==> run_1/port_trees.png <==
(4 px per um)
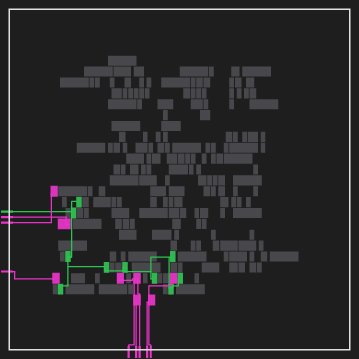
==> run_1/sizing.png <==
(4 px per um)
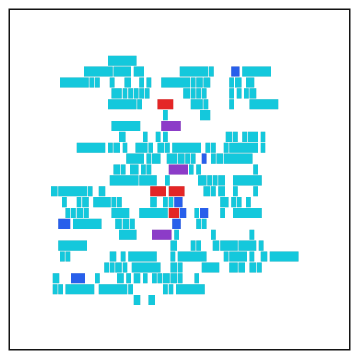
==> run_1/m1.png <==
(6 px per um) Supply wires on this layer in grey. Cells faint in the background.
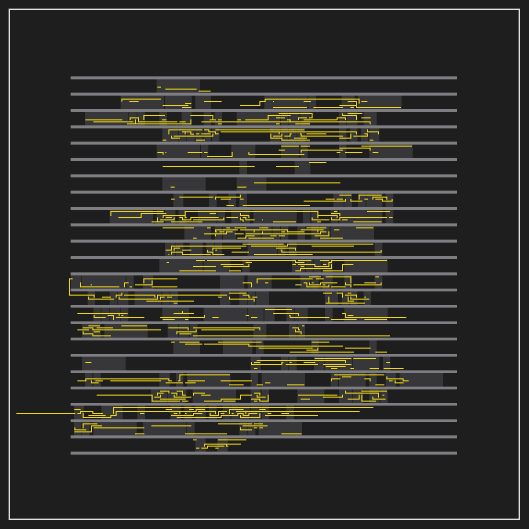
==> run_1/util_map.png <==
(4 px per um) 8 x 8 tiles, from dark blue (low) to red (high), 0 to 100% covered.
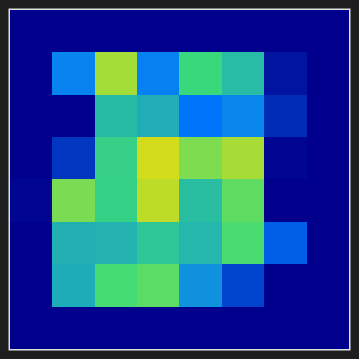
[config.mk]
export PLATFORM = sky130hd
export DESIGN_NAME = pwm_duty_driver
export DESIGN_NICKNAME = d
export VERILOG_FILES = /design/src/rtl/pwm_pkg.sv /design/src/rtl/pwm_prescaler.sv /design/src/rtl/pwm_duty_driver.sv
export SDC_FILE = /design/constraint.sdc
export NUM_CORES = 1
export LEC_CHECK = 0
export ABC_AREA = 1
export CORE_MARGIN = 10
export CORE_UTILIZATION = 35
export DETAILED_ROUTE_END_ITERATION = 6
export DONT_BUFFER_PORTS = 1
export PLACE_DENSITY = 0.46
export SLEW_MARGIN = 20
export SYNTH_ARGS = -nofsm -noshare
export SYNTH_HDL_FRONTEND = slang
export SYNTH_SLANG_ARGS = --single-unit
[constraint.sdc]
create_clock -name clk_clk -period 2.31 [get_ports clk_clk]
set_input_delay 0.3465 -clock clk_clk [delete_from_list [all_inputs] [get_ports clk_clk]]
set_output_delay 0.3465 -clock clk_clk [all_outputs]
set_load 0.02 [all_outputs]
[src/rtl/pwm_pkg.sv]
// Shared types and constants for the PWM duty driver and its helpers.
package pwm_pkg;

  localparam int DUTY_W_DEFAULT = 8;

  typedef enum logic {
    OFF = 1'b0,
    RUN = 1'b1
  } pwm_state_e;

  // Top counter value; the period is cnt_max+1 so an all-ones duty stays high.
  function automatic int cnt_max(input int width);
    return (2 ** width) - 2;
  endfunction

endpackage

[src/rtl/pwm_prescaler.sv]
// Free-running clock divider: tick_o is high in the cycle the count sits at PRESC_DIV-1.
module pwm_prescaler #(
  parameter int PRESC_DIV = 196
) (
  input  logic clk_clk,
  input  logic reset_reset_n,
  input  logic clr_i,
  output logic tick_o
);

  localparam int CW = (PRESC_DIV > 1) ? $clog2(PRESC_DIV) : 1;
  localparam logic [CW-1:0] LAST = CW'(PRESC_DIV - 1);

  logic [CW-1:0] count;

  always_ff @(posedge clk_clk) begin
    if (!reset_reset_n || clr_i) begin
      count <= '0;
    end else if (count == LAST) begin
      count <= '0;
    end else begin
      count <= count + 1'b1;
    end
  end

  assign tick_o = (count == LAST);

endmodule

[src/rtl/pwm_duty_driver.sv]
// Double-buffered PWM generator fed by the po_pwm_export PIO duty word.
// Define PWM_RAMP_EN to slew the active duty by at most RAMP_STEP per period.
module pwm_duty_driver
  import pwm_pkg::*;
#(
  parameter int DUTY_W    = DUTY_W_DEFAULT,
  parameter int PRESC_DIV = 196,
  parameter int RAMP_STEP = 1
) (
  input  logic              clk_clk,
  input  logic              reset_reset_n,
  input  logic              en_i,
  input  logic [DUTY_W-1:0] duty_i,
  output logic              pwm_o,
  output logic              period_o,
  output logic [DUTY_W-1:0] duty_active_o
);

  localparam logic [DUTY_W-1:0] CNT_MAX = DUTY_W'(cnt_max(DUTY_W));

  if (PRESC_DIV < 1 || RAMP_STEP < 0) begin : g_param_check
    $error("pwm_duty_driver: PRESC_DIV must be >= 1 and RAMP_STEP >= 0");
  end

  pwm_state_e        state;
  pwm_state_e        state_nxt;
  logic [DUTY_W-1:0] cnt;
  logic [DUTY_W-1:0] duty_nxt;
  logic              tick;
  logic              run;
  logic              wrap;
  logic              presc_clr;

  assign run       = (state == RUN);
  // Counters clear in OFF and in the RUN cycle that drops en_i, so OFF always starts from zero.
  assign presc_clr = !run || !en_i;
  assign wrap      = run && tick && (cnt == CNT_MAX);

  pwm_prescaler #(
    .PRESC_DIV(PRESC_DIV)
  ) u_prescaler (
    .clk_clk      (clk_clk),
    .reset_reset_n(reset_reset_n),
    .clr_i        (presc_clr),
    .tick_o       (tick)
  );

  always_ff @(posedge clk_clk) begin
    if (!reset_reset_n) begin
      state <= OFF;
    end else begin
      state <= state_nxt;
    end
  end

  always_comb begin
    state_nxt = state;
    case (state)
      OFF:     if (en_i)  state_nxt = RUN;
      RUN:     if (!en_i) state_nxt = OFF;
      default: state_nxt = OFF;
    endcase
  end

  always_ff @(posedge clk_clk) begin
    if (!reset_reset_n || presc_clr) begin
      cnt <= '0;
    end else if (wrap) begin
      cnt <= '0;
    end else if (tick) begin
      cnt <= cnt + 1'b1;
    end
  end

`ifdef PWM_RAMP_EN
  localparam int SW         = DUTY_W + 1;
  localparam int STEP_CLAMP = (RAMP_STEP > (2 ** DUTY_W)) ? (2 ** DUTY_W) : RAMP_STEP;
  localparam logic [DUTY_W:0] STEP = SW'(STEP_CLAMP);

  logic              up;
  logic [DUTY_W:0]   diff;
  logic [DUTY_W:0]   step_amt;
  logic [DUTY_W:0]   ramp_sum;
  logic [DUTY_W-1:0] ramp_duty;

  always_comb begin
    up        = (duty_i >= duty_active_o);
    diff      = up ? ({1'b0, duty_i} - {1'b0, duty_active_o})
                   : ({1'b0, duty_active_o} - {1'b0, duty_i});
    step_amt  = (diff < STEP) ? diff : STEP;
    ramp_sum  = up ? ({1'b0, duty_active_o} + step_amt)
                   : ({1'b0, duty_active_o} - step_amt);
    ramp_duty = ramp_sum[DUTY_W-1:0];
    if (ramp_sum[DUTY_W]) begin
      ramp_duty = up ? '1 : '0;
    end
  end

  always_comb begin
    duty_nxt = duty_active_o;
    if (!run || !en_i) begin
      duty_nxt = '0;
    end else if (wrap) begin
      duty_nxt = ramp_duty;
    end
  end
`else
  always_comb begin
    duty_nxt = duty_active_o;
    if (!run || wrap) begin
      duty_nxt = duty_i;
    end
  end
`endif

  always_ff @(posedge clk_clk) begin
    if (!reset_reset_n) begin
      pwm_o         <= 1'b0;
      period_o      <= 1'b0;
      duty_active_o <= '0;
    end else begin
      pwm_o         <= run && en_i && (cnt < duty_active_o);
      period_o      <= wrap;
      duty_active_o <= duty_nxt;
    end
  end

endmodule

==> ci_impl_report.md, run 1 <==
### Flow metrics

| Metric | Value |
|---|---|
| Tcrit/Tclk final | `72.25%` |
| Element type at the critical path end | `register` |
| Shortest clock period the worst path allows after layout | `1.669 ns` |
| Count of final setup violators | `0` |
| Bufs and invs on worst path | `2` |
| Fill count | `445` |
| End of the worst register-to-register path | `cnt[5]$_SDFFE_PP0N_` |
| FP Rows | `23` |
| Worst hold-check slack | `0.1673 ns` |
| HP Class | `in2reg` |
| Y dimension of the die | `84.76 um` |
| Worst reg-to-reg path cell count | `9` |
| Remaining antenna violation count after routing | `0` |
| Slowest Stage Delay on Critical Path | `0.42 ns` |
| Maximum number of pins on one net before global-route repair | `19` |
| Avg Inst Size Synth | `7.230 um^2` |
| Xor/xnor share | `1.194%` |
| Inserted Diodes | `0` |
| Final Wtd Congestion | `0.7864` |
| Critical path data arrival time | `1.87 ns` |
| And+or+nand+nor area frac | `33.42%` |
| Adder Area Share | `8.525%` |
| Most common cell type on the critical path | `inv_1` |
| Multi-input gate area | `752.0 um^2` |
| Post-synthesis share of cell area spent on and-or and or-and gates | `8.099%` |
| Overall Power | `0.8250 mW` |
| Vias in the first global route | `1,135` |
| Max FO, Critical Path | `18` |
| Largest family of logic cells by area | `simple AND/OR/NAND/NOR gates` |
| Number of warnings in the stage logs | `27` |
| Initial antenna violation count | `0` |
| TritonCTS clock tree | `yes` |
| Root Buffer Master | `clkbuf_8` |
| Drt initial violations | `77` |
| Headroom to the max-slew limit | `77.64%` |
| HPWL reported at the end of detailed placement | `2.360 mm` |
| Critical-path cell with the highest stage delay | `dfxtp_1` |
| Net count reported at finish | `225` |
| Cell leakage power | `0.6714 nW` |
| Flops & latches, synth | `27` |
| Clock insertion delay at the later pin of the skew report | `0.28 ns` |
| Total die size | `7183 um^2` |
| Fmax | `599.2 MHz` |
| Critical-path cell list | `inv_1 -> ha_1 -> nand2_1 -> inv_1 -> nand2_2 -> nor2_4 -> nand2_4 -> nand3_1 -> a21oi_1` |
| H-tree Lvls | `1` |
| Clock-pin slew on the worst setup and hold paths | `0.09 ns` |
| Worst min-delay path startpoint | `reset_reset_n` |
| Setup TNS Final | `0 ns` |
| Share of layout cells above drive strength 1 | `7.389%` |
| Least-Margin Pin Slew | `0.3344 ns` |
| Setup crit start kind | `register` |
| Port Buffer Count | `0` |
| Synth cell types | `25` |
| Syn nets | `224` |
| Post-synth seq share | `36.83%` |
| End of the worst hold path | `period_o$_SDFF_PN0_` |
| Worst reg-to-reg setup slack | `0.64 ns` |
| Top-level I/O count | `21` |
| RSZ-0062 raised after global routing | `no` |
| Total cell area reported by yosys after synthesis | `1468 um^2` |
| Max Cap Violations | `0` |
| Clock sinks | `27` |
| PwrDens | `542.2 nW/um^2` |
| Wire length per cell | `12.16 um` |
| Number of cells produced by synthesis | `203` |
| DRC | `0` |
| Fp_density | `36.43%` |
| Total routing usage reported by global routing | `8.979%` |
| Post-synthesis instance area | `1468 um^2` |
| Total of hold buffers inserted after clock tree synthesis | `0` |
| Total of warnings raised by yosys | `0` |
| Remaining global-route overflow | `0` |
| Final hold violation count | `0` |
| Total clock buffers created by CTS | `3` |
| Number of buffers inserted to repair setup after CTS | `0` |
| Wire length of the first global-routing pass | `5.499 mm` |
| Post-CTS resize count | `0` |
| Outcome | `complete, no violations` |
| Share of synthesized area spent on multiplexers | `0%` |
| Count of TritonRoute iterations in the first routing pass | `4` |
| Worst hold stages | `2` |
| Number of cells in the yosys synthesis report | `203` |
| Worst endpoint required time | `2.51 ns` |
| Maximum buffer depth of the clock tree | `2` |
| Max-slew violations | `0` |
| Worst-case clock skew | `0.005433 ns` |
| Via-per-instance ratio | `4.632` |
| Die X-Extent | `84.76 um` |
| Startpoint of the lowest-slack register-to-register path | `cnt[0]$_SDFFE_PP0N_` |
| Highest ir drop seen on vdd | `190.3 uV` |
| Flip-flop and latch area | `540.5 um^2` |
| Top cell family by delay on the critical path | `simple AND/OR/NAND/NOR gates` |
| Placement-stage worst setup slack | `0.6486 ns` |
| Path type of the worst setup path | `reg2reg` |
About port_trees.png:
| colour | port | bits | direction | end cells | wire |
|---|---|---|---|---|---|
| green | reset_reset_n | 1 | input | 10 | 88.6 um |
| magenta | duty_i | 8 | input | 8 | 134 um |

About sizing.png:
| colour | size | cells | share | most used |
|---|---|---|---|---|
| red | x3 and x4 | 4 | 2.0% | nor2_4 |
| blue | x2 | 8 | 3.9% | nand2_2 |
| cyan | x1 and smaller | 188 | 93% | nand2_1 |
| purple | x6 and larger | 3 | 1.5% | clkbuf_8 |
count of non-CTS buffers in the layout: 1
final standard cell area without fillers: 1521 um^2
Setup WS post-layout: 0.6411 ns
P&R area growth vs syn: 3.666%

About m1.png:
share of all routed wire: 51%
longest straight run: 43.2 um
main direction: horizontal
number of vias after detailed routing: 1,172
wire length after detailed routing: 3.077 mm
met1 GRT Util: 11.91%

About util_map.png:
mean over tiles: 20%
nearly empty tiles: 50%
densest ninth of the die: middle
emptiest ninth of the die: bottom right
Layout Utilization: 37.76%
area of the core: 4029 um^2

[run 1: cell usage after synthesis]
cell      instances  area [um^2]
a21oi_1          19        95.09
a21oi_2           1        8.760
buf_6             3        33.78
clkbuf_8          2        27.53
clkinv_2          1        5.000
dfxtp_1          27        540.5
ha_1             10        125.1
inv_1            28        105.1
inv_2             1        3.750
nand2_1          49        183.9
nand2_2           3        18.77
nand2_4           1        11.26
nand3_1          15        75.07
nand3_2           1        10.01
nand3b_1          3        22.52
nand4_1           4        25.02
nor2_1           22        82.58
nor2_4            2        22.52
nor3_1            1        5.000
nor3b_1           2        15.01
o21ai_0           3        15.01
or2_0             1        6.260
or2_1             1        6.260
or2_2             1        6.260
xor2_1            2        17.52
[run 1: worst max path at each step]
stage                              from             endpoint  slack (ns)  depth (start not counted)
floorplan           cnt[0]$_SDFFE_PP0N_  cnt[0]$_SDFFE_PP0N_         1.0                          9
global placement    cnt[0]$_SDFFE_PP0N_  cnt[2]$_SDFFE_PP0N_        0.70                          9
detailed placement  cnt[0]$_SDFFE_PP0N_  cnt[1]$_SDFFE_PP0N_        0.65                          9
CTS                 cnt[0]$_SDFFE_PP0N_  cnt[1]$_SDFFE_PP0N_        0.61                          9
global route        cnt[0]$_SDFFE_PP0N_  cnt[4]$_SDFFE_PP0N_        0.43                          9
finish              cnt[0]$_SDFFE_PP0N_  cnt[5]$_SDFFE_PP0N_        0.64                          9
[run 1: sequential cells by signal, summed over array words and instances, names as in the netlist]
signal,flops
cnt,8
duty_active_o,8
period_o,1
run,1
u_prescaler.count,8
pwm_o,1
[run 1: cells in the final DEF (no fill, tap or decap)]
cell	count
inv_2	1
a21oi_1	19
clkinv_2	1
ha_1	10
nor3_1	1
nor2_4	2
nand2_4	1
or2_0	1
nor3b_1	2
or2_1	1
xor2_1	2
nand2_2	3
o21ai_0	3
buf_4	1
nand3_1	15
a21oi_2	1
nand4_1	4
dfxtp_1	27
inv_1	28
or2_2	1
clkbuf_1	1
nand3b_1	3
nand2_1	49
nor2_1	22
clkbuf_8	3
nand3_2	1
[run 1: stage by stage]
stage	cells	instance area, um^2	util, %
final	253	1521	37.76
after floorplan	203	1468	-
after detailed placement	249	1476	36.65
after CTS	253	1521	37.76
after global routing	253	1521	37.76
after global placement	249	1476	36.65
[run 1: final cells by class]
type                            count  share of cell area, %
Clock buffer                        4                  2.961
Inverter                           30                  7.484
Multi-Input combinational cell    141                  49.42
Sequential cell                    27                  35.53
Tap cell                           50                  4.112
Timing Repair Buffer                1                 0.4934
[run 1: layer usage]
| metal | track usage, % | vias up | wire length (um) |
|---|---|---|---|
| met5 | 0 | - | 0 |
| li1 | - | 640 | - |
| met1 | 11.91 | 513 | 1577 |
| met3 | 2.899 | 5 | 159 |
| met4 | 3.144 | 0 | 44 |
| met2 | 13.18 | 14 | 1296 |
[run 1: report_power, final]
group	switching (mW)	internal, mW
registers	0.0211	0.477
clock network	0.150	0.124
logic	0.0330	0.0198
total	0.204	0.621
==> run 2, diff against run 1 <==
PLACE_DENSITY = 0.48   (was 0.46)
clock period = 1.5 ns   (was 2.31 ns; I/O delays follow)
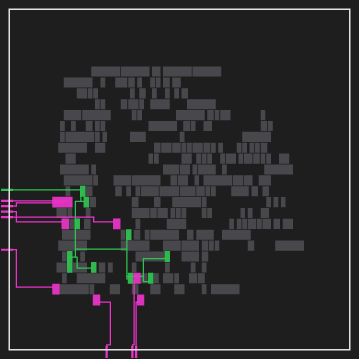
(run_2/port_trees.png)
(4 px per um)
| colour | port | bits | direction | end cells | wire |
|---|---|---|---|---|---|
| magenta | duty_i | 8 | input | 8 | 135 um |
| green | reset_reset_n | 1 | input | 10 | 89.9 um |
top-level I/O count: 21
Port Buffer Count: 0

==> run 2 against run 1 <==
Register-to-register slack worse by 0.50 ns. Total power increased by 56%. Clock-buffer cell count is 1 lower. Sequential cell count stayed put. Area after synthesis stayed put. Worst hold slack worse by 0.12 ns. Fmax is 22% higher. Setup slack worse by 0.50 ns. First-iteration DRC count is 26% higher.
==> ci_impl_report.md, run 2 <==
### Flow metrics

| Metric | Value |
|---|---|
| Setup crit start kind | `register` |
| Net Sw Frac | `24.90% (+0.15 points)` |
| Most frequent logic cell in the layout | `nand2_1` |
| Wire length per cell | `12.18 um (+0.13%)` |
| Most numerous logic cells after layout | `nand2_1, inv_1, dfxtp_1` |
| Flops & latches, synth | `27 (unchanged)` |
| Flip-flop and latch area | `540.5 um^2 (unchanged)` |
| Remaining antenna violation count after routing | `0 (unchanged)` |
| Cell area reported after detailed placement | `1609 um^2 (+9.0%)` |
| Tcrit/Tclk final | `90.84% (+19 points)` |
| Top-area cell type share of the netlist area | `36.83% (unchanged)` |
| Setup TNS Final | `0 ns (unchanged)` |
| Avg Inst Size Synth | `7.230 um^2 (unchanged)` |
| Max FO, Critical Path | `17 (-1)` |
| Critical path data arrival time | `1.54 ns (-0.33 ns)` |
| Final Wtd Congestion | `0.8089 (+2.9%)` |
| Startpoint of the lowest-slack register-to-register path | `u_prescaler.count[0]$_SDFF_PP0_` |
| Max Cap Violations | `0 (unchanged)` |
| Max-slew violations | `0 (unchanged)` |
| Total cell area reported by yosys after synthesis | `1468 um^2 (unchanged)` |
| Placed cells | `265 (+6.4%)` |
| Drt initial violations | `97 (+26%)` |
| Share of layout cells above drive strength 1 | `15.07% (+7.7 points)` |
| Setup WS post-layout | `0.1374 ns (-0.5037 ns)` |
| Y dimension of the die | `84.76 um (unchanged)` |
| Inserted Diodes | `0 (unchanged)` |
| Fin cells | `269 (+6.3%)` |
| Fill count | `438 (-1.6%)` |
| Part of the total power dissipated in combinational logic | `9.2% (+2.8 points)` |
| Wire length of the first global-routing pass | `5.685 mm (+3.4%)` |
| HPWL reported at the end of detailed placement | `2.536 mm (+7.5%)` |
| Yosys top cell by area | `dfxtp_1` |
| HP Class | `in2reg` |
| Fraction of registers with async set/reset | `0% (unchanged)` |
| Net count reported at finish | `241 (+7.1%)` |
| Clock insertion delay at the later pin of the skew report | `0.28 ns (about the same)` |
| Post-synthesis instance area | `1468 um^2 (unchanged)` |
| Worst hold stages | `2 (unchanged)` |
| Register share of total power | `58.0% (-2.4 points)` |
| Overall Power | `1.291 mW (+56%)` |
| Highest ir drop seen on vdd | `294.6 uV (+55%)` |
| Root Buffer Master | `clkbuf_8` |
| Maximum buffer depth of the clock tree | `2 (unchanged)` |
| Fmax | `733.9 MHz (+22%)` |
| End of the worst hold path | `period_o$_SDFF_PN0_` |
| H-tree Lvls | `1 (unchanged)` |
| Element type at the critical path end | `register` |
| Total routing usage reported by global routing | `9.406% (+0.43 points)` |
| Most instantiated cells after synthesis | `nand2_1, inv_1, dfxtp_1` |
| Outcome | `complete, no violations` |
| P&R area growth vs syn | `12.96%` |
| Die X-Extent | `84.76 um (unchanged)` |
| Worst-case clock skew | `0.002188 ns (-0.003245 ns)` |
| Post-CTS resize count | `0 (unchanged)` |
| Syn nets | `224 (unchanged)` |
| Multi-input gate area | `754.5 um^2 (+0.33%)` |
| Worst reg-to-reg setup slack | `0.14 ns (-0.50 ns)` |
| Count of TritonRoute iterations in the first routing pass | `4 (unchanged)` |
| Path type of the worst setup path | `reg2reg` |
| Number of warnings in the stage logs | `27 (unchanged)` |
| Fp_density | `36.43% (unchanged)` |
| Least-Margin Pin Slew | `0.2639 ns (-0.07054 ns)` |
| Number of cells in the yosys synthesis report | `203 (unchanged)` |
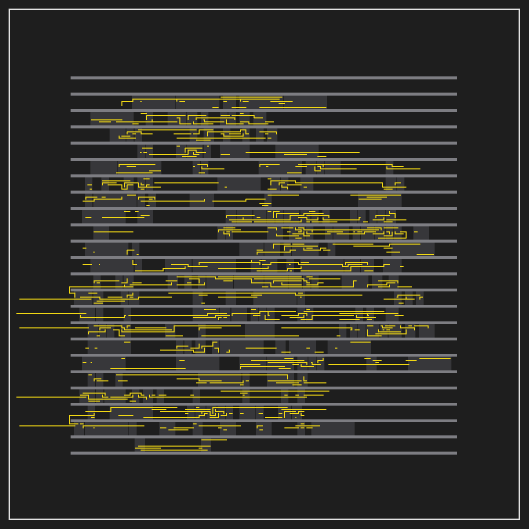
(run_2/m1.png)
(6 px per um) Supply wires on this layer in grey. Cells faint in the background.
share of all routed wire: 49%
wire length on this layer: 1,610 um
longest straight run: 28.5 um
nets with wire on the layer: 226
main direction: horizontal
met1 GRT Util: 11.63%
wire length after detailed routing: 3.276 mm
number of vias after detailed routing: 1,285

-- run 2: cell counts after synthesis --
Identical to the previous run, type by type.
-- run 2: per-stage QoR --
step	util (%)	hold slack [ns]
after detailed placement	39.94	0.3459
final	41.15	0.04594
after CTS	41.09	0.04105
after floorplan	-	0.3488
after global placement	39.94	0.3438
after global routing	41.15	0.04824
-- run 2: worst max-delay path by stage --
stage,end,slack (ns),depth (start not counted)
final,duty_active_o[7]$_SDFFE_PN0P_,0.14,7
after global routing,duty_active_o[7]$_SDFFE_PN0P_,0.006,7
after CTS,u_prescaler.count[2]$_SDFF_PP0_,0.06,6
after detailed placement,u_prescaler.count[2]$_SDFF_PP0_,0.08,6
after global placement,u_prescaler.count[3]$_SDFF_PP0_,0.15,6
after floorplan,cnt[0]$_SDFFE_PP0N_,0.19,9
-- run 2: worst max-delay path: stages (launching register included) --
cell     delay, ns
dfxtp_1       0.36
ha_1          0.20
nand2_1       0.10
nor2_4        0.17
nand2_4       0.08
buf_12        0.15
a21oi_1       0.13
nor2_1        0.06
-- run 2: layout make-up --
type / count / area share (%)
clock buffers: 3 / 2.491
clock inverters: 1 / 0.3019
inverters: 30 / 6.868
multi-input cells: 141 / 45.51
flip-flops and latches: 27 / 32.60
well taps: 50 / 3.774
repair buffers: 17 / 8.453
-- run 2: per-layer routing --
layer	global-route usage [%]	vias up	wire, um
li1	-	672	-
met1	11.63	591	1613
met2	14.55	17	1436
met3	2.995	5	166
met4	4.042	0	59
met5	0	-	0
-- run 2: power groups by stage --
stage	logic [mW]	clock network [mW]	registers, mW
global placement	0.117	0	0.765
floorplan	0.0745	0	0.780
global route	0.137	0.473	0.753
finish	0.119	0.423	0.749
detailed placement	0.121	0	0.766
CTS	0.122	0.437	0.749
-- run 2: kinds of logic (layout without fill, tap and decap cells) --
group	after synthesis	in the layout	share of synthesized area, %
simple gates	106	106	33.42
buf+inv	35	51	11.93
flops	27	27	36.83
compound gates	23	23	8.099
fa+ha+maj	10	10	8.525
xor+xnor	2	2	1.194
==> run 3, diff against run 2 <==
SETUP_SLACK_MARGIN = 0.02   (was default)
SYNTH_HIERARCHICAL = 1   (was default)
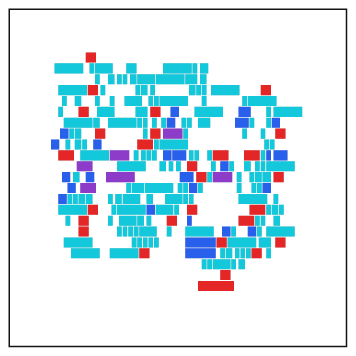
(run_3/sizing.png)
(4 px per um)
| colour | size | cells | share | most used |
|---|---|---|---|---|
| blue | x2 | 26 | 12% | nor2_2 |
| cyan | x1 and smaller | 161 | 73% | nand2_1 |
| purple | x6 and larger | 6 | 2.7% | clkbuf_8 |
| red | x3 and x4 | 28 | 13% | buf_4 |
P&R area growth vs syn: 23.08%
final standard cell area without fillers: 1762 um^2

==> run 3 against run 2 <==
Clock skew is 0.0028 ns higher. Area after synthesis shrank 2.5%. Register-to-register slack got worse by 0.11 ns. Highest routed layer unchanged.
==> ci_impl_report.md, run 3 <==
### Flow metrics

| Metric | Value |
|---|---|
| Clock insertion delay at the later pin of the skew report | `0.28 ns (about the same)` |
| Synth cell types | `24` |
| Outcome | `complete, no violations` |
| Startpoint of the lowest-slack register-to-register path | `u_prescaler/count[1]$_SDFF_PP0_` |
| Root Buffer Master | `clkbuf_8` |
| Remaining antenna violation count after routing | `0 (unchanged)` |
| HP Class | `in2reg` |
| HPWL reported at the end of detailed placement | `2.516 mm (-0.77%)` |
| Die X-Extent | `83.95 um (-0.95%)` |
| Slowest Stage Delay on Critical Path | `0.36 ns (about the same)` |
| Max Cap Violations | `0 (unchanged)` |
| Bufs and invs on worst path | `1 (unchanged)` |
| Setup crit start kind | `register` |
| Post-synthesis share of cell area spent on and-or and or-and gates | `6.731% (-1.4 points)` |
| Drt initial violations | `41 (-58%)` |
| GRT busiest layer | `met2` |
| Net count reported at finish | `244 (+1.2%)` |
| Final Wtd Congestion | `0.8283 (+2.4%)` |
| Share of synthesized area spent on multiplexers | `0% (unchanged)` |
| Wire length per cell | `11.85 um (-2.7%)` |
| Multi-input gate area | `814.5 um^2 (+8.0%)` |
| Worst hold stages | `2 (unchanged)` |
| Number of vias after detailed routing | `1,218 (-5.2%)` |
| Most repeated cell in the gate-level netlist after synthesis | `nand2_1` |
| Least-Margin Pin Slew | `0.2716 ns (+0.007756 ns)` |
| Count of TritonRoute iterations in the first routing pass | `4 (unchanged)` |
| Critical-path cell list | `ha_4 -> nand2_4 -> nor2_4 -> nand2_1 -> nor2_1 -> nand2_2 -> nand2_4 -> buf_6 -> o21ai_1 -> nor2_1` |
| Tcrit/Tclk final | `98.18% (+7.3 points)` |
| Met3 Resource Use GR | `4.883% (+1.9 points)` |
| Met2 GRT Util | `17.56% (+3.0 points)` |
| Number of cells in the yosys synthesis report | `195 (-3.9%)` |
| Element type at the critical path end | `register` |
| Worst reg-to-reg setup slack | `0.03 ns (-0.11 ns)` |
| Y dimension of the die | `83.95 um (-0.95%)` |
| Number of warnings in the stage logs | `29 (+7.4%)` |
| Total cell area reported by yosys after synthesis | `1431 um^2 (-2.5%)` |
| Clock-pin slew on the worst setup and hold paths | `0.10 ns` |
| PwrDens | `741.6 nW/um^2` |
| Flops & latches, synth | `27 (unchanged)` |
| Port Buffer Count | `0 (unchanged)` |
| Syn nets | `217 (-3.1%)` |
| Inserted Diodes | `0 (unchanged)` |
| H-tree Lvls | `1 (unchanged)` |
| Critical path data arrival time | `1.69 ns (+0.15 ns)` |
| Adder Area Share | `9.615% (+1.1 points)` |
| Wire length of the first global-routing pass | `5.630 mm (-0.97%)` |
| Setup WS post-layout | `0.02729 ns (-0.1101 ns)` |
| Critical-path cell with the highest stage delay | `dfxtp_2` |
| Top-area cell type share of the netlist area | `37.76% (+0.93 points)` |
| Path type of the worst setup path | `reg2reg` |
| Avg Inst Size Synth | `7.340 um^2 (+1.5%)` |
| Initial antenna violation count | `0` |
| End of the worst hold path | `duty_active_o[2]$_SDFFE_PN0P_` |
| Most numerous logic cells after layout | `nand2_1, inv_1, nor2_1` |
| Wire length after detailed routing | `3.210 mm (-2.0%)` |
| Top cell family by delay on the critical path | `simple AND/OR/NAND/NOR gates` |
| Met1 GRT Util | `8.931% (-2.7 points)` |
| Layout Utilization | `44.36% (+3.2 points)` |
| Most instantiated cells after synthesis | `nand2_1, nor2_1, inv_1` |
| Fmax | `679.0 MHz (-7.5%)` |
| Fill count | `422 (-3.7%)` |
| Largest family of logic cells by area | `simple AND/OR/NAND/NOR gates` |
| Max-slew violations | `0 (unchanged)` |
| Max FO, Critical Path | `6 (-11)` |
| Most frequent logic cell in the layout | `nand2_1` |
| Highest ir drop seen on vdd | `591.9 uV (+100%)` |
| Flip-flop and latch area | `543.0 um^2 (+0.46%)` |
| Worst-case clock skew | `0.005021 ns (+0.002833 ns)` |
| RSZ-0062 raised after global routing | `yes` |
| Yosys top cell by area | `dfxtp_1` |
| And+or+nand+nor area frac | `33.74% (+0.32 points)` |
| Total routing usage reported by global routing | `9.443% (+0.037 points)` |
| Xor/xnor share | `3.059% (+1.9 points)` |
| Count of library flops with an enable pin | `0` |
| Maximum buffer depth of the clock tree | `2 (unchanged)` |
| Post-synthesis instance area | `1431 um^2 (-2.5%)` |
| Fraction of registers with async set/reset | `0% (unchanged)` |
| DRC | `0` |
| Top-level I/O count | `21 (unchanged)` |
| Share of layout cells above drive strength 1 | `27.15% (+12 points)` |
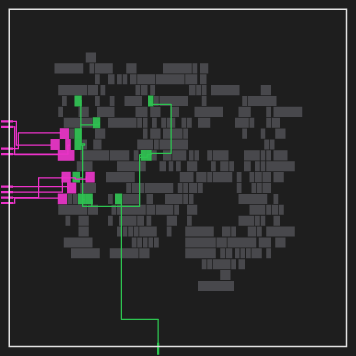
(run_3/port_trees.png)
(4 px per um)
| colour | port | bits | direction | end cells | wire |
|---|---|---|---|---|---|
| green | reset_reset_n | 1 | input | 11 | 137 um |
| magenta | duty_i | 8 | input | 8 | 136 um |

==> run 3: timing repair <==
| item | in CTS | in global routing |
|---|---|---|
| gates cloned | 1 | 0 |
| setup buffers | 3 | 1 |
| resized | 6 | 12 |
| pin swaps | 3 | 6 |
| endpoints found under the setup margin | 16 | 17 |
==> run 3: cell type report <==
type,instances,area share (%)
multi-input combinational,136,46.24
tap,50,3.551
timing repair buffer,22,9.588
clock buffer,4,2.557
inverter,32,7.244
sequential,27,30.82
==> run 3: cells by family (layout without fill, tap and decap cells) <==
kind of cell             count (synthesis)  in the layout
XOR/XNOR                                 5              5
buffers and inverters                   33             58
flip-flops                              27             27
AND/OR/NAND/NOR                        101            102
adder cells (fa/ha/maj)                 11             11
AND-OR/OR-AND                           18             18
==> run 3: worst max path at each step <==
stage / startpoint / endpoint / slack (ns) / cells after the start
finish: u_prescaler/count[1]$_SDFF_PP0_ / duty_active_o[3]$_SDFFE_PN0P_ / 0.03 / 10
global route: u_prescaler/count[1]$_SDFF_PP0_ / duty_active_o[2]$_SDFFE_PN0P_ / -0.09 / 10
CTS: u_prescaler/count[0]$_SDFF_PP0_ / duty_active_o[2]$_SDFFE_PN0P_ / 0.03 / 10
detailed placement: u_prescaler/count[0]$_SDFF_PP0_ / duty_active_o[3]$_SDFFE_PN0P_ / -0.09 / 10
global placement: u_prescaler/count[0]$_SDFF_PP0_ / duty_active_o[4]$_SDFFE_PN0P_ / -0.03 / 10
floorplan: u_prescaler/count[0]$_SDFF_PP0_ / duty_active_o[1]$_SDFFE_PN0P_ / 0.04 / 10
==> run 3: per-stage QoR <==
step	instances	hold slack (ns)	cell area, um^2	total power, mW	setup TNS [ns]
6_report	271	0.06688	1762	1.306	0
5_1_grt	271	0.07560	1762	1.377	-1.269
4_1_cts	270	0.06716	1723	1.316	0
3_5_place_dp	262	0.3657	1627	0.8916	-1.192
3_3_place_gp	262	0.3641	1627	0.8901	-0.2369
2_1_floorplan	195	0.3532	1434	0.8495	0
==> run 3: metal layers <==
metal  vias to the layer above  routed length (um)
li1                        652                   -
met1                       539                1353
met2                        25                1605
met3                         2                 225
met4                         0                  25
met5                         -                   0
==> run 3: where the power goes <==
part,switching (mW),internal (mW),total (mW)
Sequential,0.0118,0.735,0.747
Combinational,0.0815,0.0535,0.135
Clock,0.234,0.191,0.425
No activity file was given, so power comes from the tool's default toggle rates.
